<file path="src/rtl/sw_pkg.sv">
// Shared constants for the switch-conditioning front end.
//   SW_WIDTH       : switch bank width
//   CLK_HZ         : system clock frequency
//   DEBOUNCE_MS    : debounce window in milliseconds
//   cycles_from_ms : converts a window in ms to clk cycles
package sw_pkg;

  localparam int unsigned SW_WIDTH    = 4;
  localparam int unsigned CLK_HZ      = 100_000_000;
  localparam int unsigned DEBOUNCE_MS = 10;

  function automatic int unsigned cycles_from_ms(input int unsigned ms);
    return CLK_HZ / 1000 * ms;
  endfunction

endpackage

</file>
<file path="src/rtl/debounce_bit.sv">
// Single-bit synchroniser, stability counter and edge-pulse register.
// Build option: SW_DEBOUNCE_EDGE_EN enables the sw_rise/sw_fall registers;
// without it both pulses are tied to 0 and sw_clean is unchanged.
//   clk      : system clock
//   rst_n    : asynchronous active-low reset
//   sw       : raw switch bit, asynchronous to clk
//   sw_clean : debounced level
//   sw_rise  : one-cycle pulse when sw_clean goes 0->1
//   sw_fall  : one-cycle pulse when sw_clean goes 1->0
module debounce_bit
  import sw_pkg::*;
#(
  parameter int unsigned DEBOUNCE_CYCLES = 1000000,
  parameter int unsigned SYNC_STAGES     = 2
) (
  input  logic clk,
  input  logic rst_n,
  input  logic sw,
  output logic sw_clean,
  output logic sw_rise,
  output logic sw_fall
);

  localparam int unsigned CNT_W = $clog2(DEBOUNCE_CYCLES + 1);
  localparam logic [CNT_W-1:0] CNT_LAST = CNT_W'(DEBOUNCE_CYCLES - 1);

  logic [SYNC_STAGES-1:0] sync_q;
  logic                   s;
  logic [CNT_W-1:0]       cnt_q;
  logic [CNT_W-1:0]       cnt_d;
  logic                   clean_d;

  // Metastability chain; s is the last stage.
  always_ff @(posedge clk or negedge rst_n) begin
    if (!rst_n) begin
      sync_q <= '0;
    end else begin
      sync_q <= {sync_q[SYNC_STAGES-2:0], sw};
    end
  end

  assign s = sync_q[SYNC_STAGES-1];

  // Count consecutive cycles where s disagrees with sw_clean; any agreement
  // restarts the window, and the counter clears when the new level is taken.
  always_comb begin
    cnt_d   = '0;
    clean_d = sw_clean;
    if (s != sw_clean) begin
      if (cnt_q == CNT_LAST) begin
        clean_d = s;
      end else begin
        cnt_d = cnt_q + CNT_W'(1);
      end
    end
  end

  always_ff @(posedge clk or negedge rst_n) begin
    if (!rst_n) begin
      cnt_q    <= '0;
      sw_clean <= 1'b0;
    end else begin
      cnt_q    <= cnt_d;
      sw_clean <= clean_d;
    end
  end

`ifdef SW_DEBOUNCE_EDGE_EN
  // Pulses are registered alongside sw_clean so they share its edge.
  always_ff @(posedge clk or negedge rst_n) begin
    if (!rst_n) begin
      sw_rise <= 1'b0;
      sw_fall <= 1'b0;
    end else begin
      sw_rise <= clean_d & ~sw_clean;
      sw_fall <= ~clean_d & sw_clean;
    end
  end
`else
  assign sw_rise = 1'b0;
  assign sw_fall = 1'b0;
`endif

endmodule

</file>
<file path="src/rtl/sw_debounce.sv">
// Switch-bank conditioning: per-bit synchronise, debounce and edge detect.
// Build option: SW_DEBOUNCE_EDGE_EN enables sw_rise/sw_fall (else tied to 0).
//   clk      : system clock, 100 MHz
//   rst_n    : asynchronous active-low reset
//   sw       : raw switch pins [WIDTH]
//   sw_clean : debounced levels [WIDTH]
//   sw_rise  : accepted 0->1 pulses [WIDTH]
//   sw_fall  : accepted 1->0 pulses [WIDTH]
module sw_debounce
  import sw_pkg::*;
#(
  parameter int unsigned WIDTH           = SW_WIDTH,
  parameter int unsigned DEBOUNCE_CYCLES = cycles_from_ms(DEBOUNCE_MS),
  parameter int unsigned SYNC_STAGES     = 2
) (
  input  logic             clk,
  input  logic             rst_n,
  input  logic [WIDTH-1:0] sw,
  output logic [WIDTH-1:0] sw_clean,
  output logic [WIDTH-1:0] sw_rise,
  output logic [WIDTH-1:0] sw_fall
);

  // Each bit is debounced independently.
  for (genvar i = 0; i < int'(WIDTH); i++) begin : g_bit
    debounce_bit #(
      .DEBOUNCE_CYCLES(DEBOUNCE_CYCLES),
      .SYNC_STAGES    (SYNC_STAGES)
    ) u_bit (
      .clk     (clk),
      .rst_n   (rst_n),
      .sw      (sw[i]),
      .sw_clean(sw_clean[i]),
      .sw_rise (sw_rise[i]),
      .sw_fall (sw_fall[i])
    );
  end

endmodule

</file>
<file path="config.mk">
export PLATFORM = sky130hd
export DESIGN_NAME = sw_debounce
export DESIGN_NICKNAME = d
export VERILOG_FILES = /design/src/rtl/sw_pkg.sv /design/src/rtl/debounce_bit.sv /design/src/rtl/sw_debounce.sv
export SDC_FILE = /design/constraint.sdc
export NUM_CORES = 1
export LEC_CHECK = 0
export CAP_MARGIN = 20
export CORE_MARGIN = 3
export CORE_UTILIZATION = 40
export CTS_BUF_LIST = sky130_fd_sc_hd__clkbuf_4
export CTS_CLUSTER_SIZE = 28
export DETAILED_ROUTE_END_ITERATION = 10
export MAX_ROUTING_LAYER = met4
export PLACE_DENSITY = 0.65
export SETUP_SLACK_MARGIN = 0.02
export SLEW_MARGIN = 25
export SYNTH_ARGS = -nofsm -noshare
export SYNTH_HDL_FRONTEND = slang
export SYNTH_SLANG_ARGS = --single-unit
</file>
<file path="constraint.sdc">
create_clock -name clk -period 4.3 [get_ports clk]
set_clock_uncertainty 0.15 [all_clocks]
set_input_delay 0.43 -clock clk [delete_from_list [all_inputs] [get_ports clk]]
set_output_delay 0.43 -clock clk [all_outputs]
set_load 0.01 [all_outputs]
</file>
Fig. 1: floorplan with the power grid
Scale bar: 20 um. Pins as bars on the die edge.
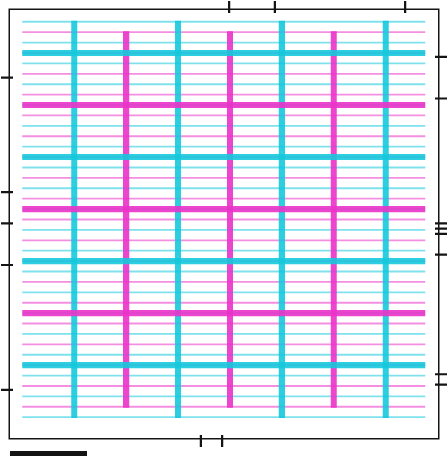
VSS: in cyan. VDD: in magenta.
The core has 38 rows. 39 met1 rails follow the rows. 7 straps on met4. 18 signal pins sit on the boundary. 7 straps on met5.

Fig. 2: placement by cell class
Scale bar: 20 um.
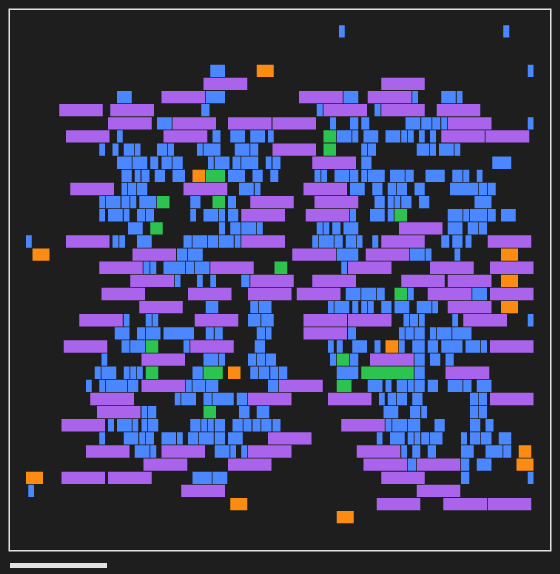
clock drivers and dummy loads: in green, cells 16, share of their area 3.3%. combinational and other logic: in blue, cells 348, share of their area 45%. remaining buffers and delay cells: in orange, cells 13, share of their area 2.6%. sequential cells: in purple, cells 92, share of their area 49%.

Fig. 3: clock wires, drivers and flops
Scale bar: 20 um.
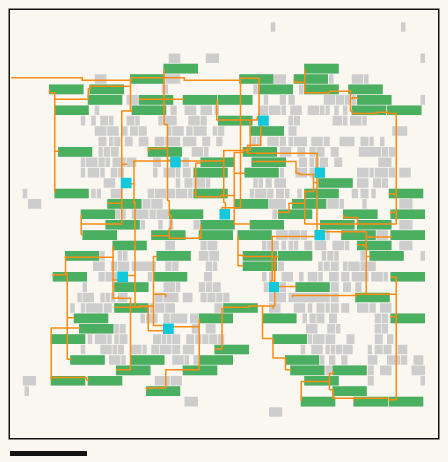
clock drivers: in cyan, count 9. flip-flops: in green, count 92. clock wires: in orange, length 1,160 um.
There are 10 routed clock nets.

==> reports/metrics.cfg <==
[final_layout]
regArea_um2=2300
area_dominant_class=sequential cells
n_clock_buffer=9
clock_tree_area_fraction_pct=3.13
comb.multi_input.count=332
layout.nonclk_buf_share_pct=2.49
finalCoreUtilization_pct=44.4

[die]
num_rows=38

[sta]
rsz0062_at_grt=false
finalHoldViolCount=0
report.final.setup_viol=0

[setup_path]
critical-path-top-delay-family=AND-OR/OR-AND gates
path_class=flop to flop
critical_path.reg2reg.startpoint=g_bit[0].u_bit.cnt_q[0]$_DFF_PN0_

[power_and_ir_drop]
power.ir.vdd_worst_uv=137
power-per-cell-area_nw_per_um2=299

[clock_network]
cts_sinks=92

[yosys]
synth_area_um2=4480
synth-compound-area-share_pct=4.77
synth-adder-area-share_pct=1.12

[outcome]
run_status=finished, final reports clean

[grt]
grt_start_max_net_pins=66
grt_antenna_before_repair=0
vias_in_the_first_global_route=3068

[routing]
route.detailed.wl_per_inst_um=12.9
routedLengthMet1_mm=3.69

Power figures rest on the tool's default switching activity, not on a simulated workload.
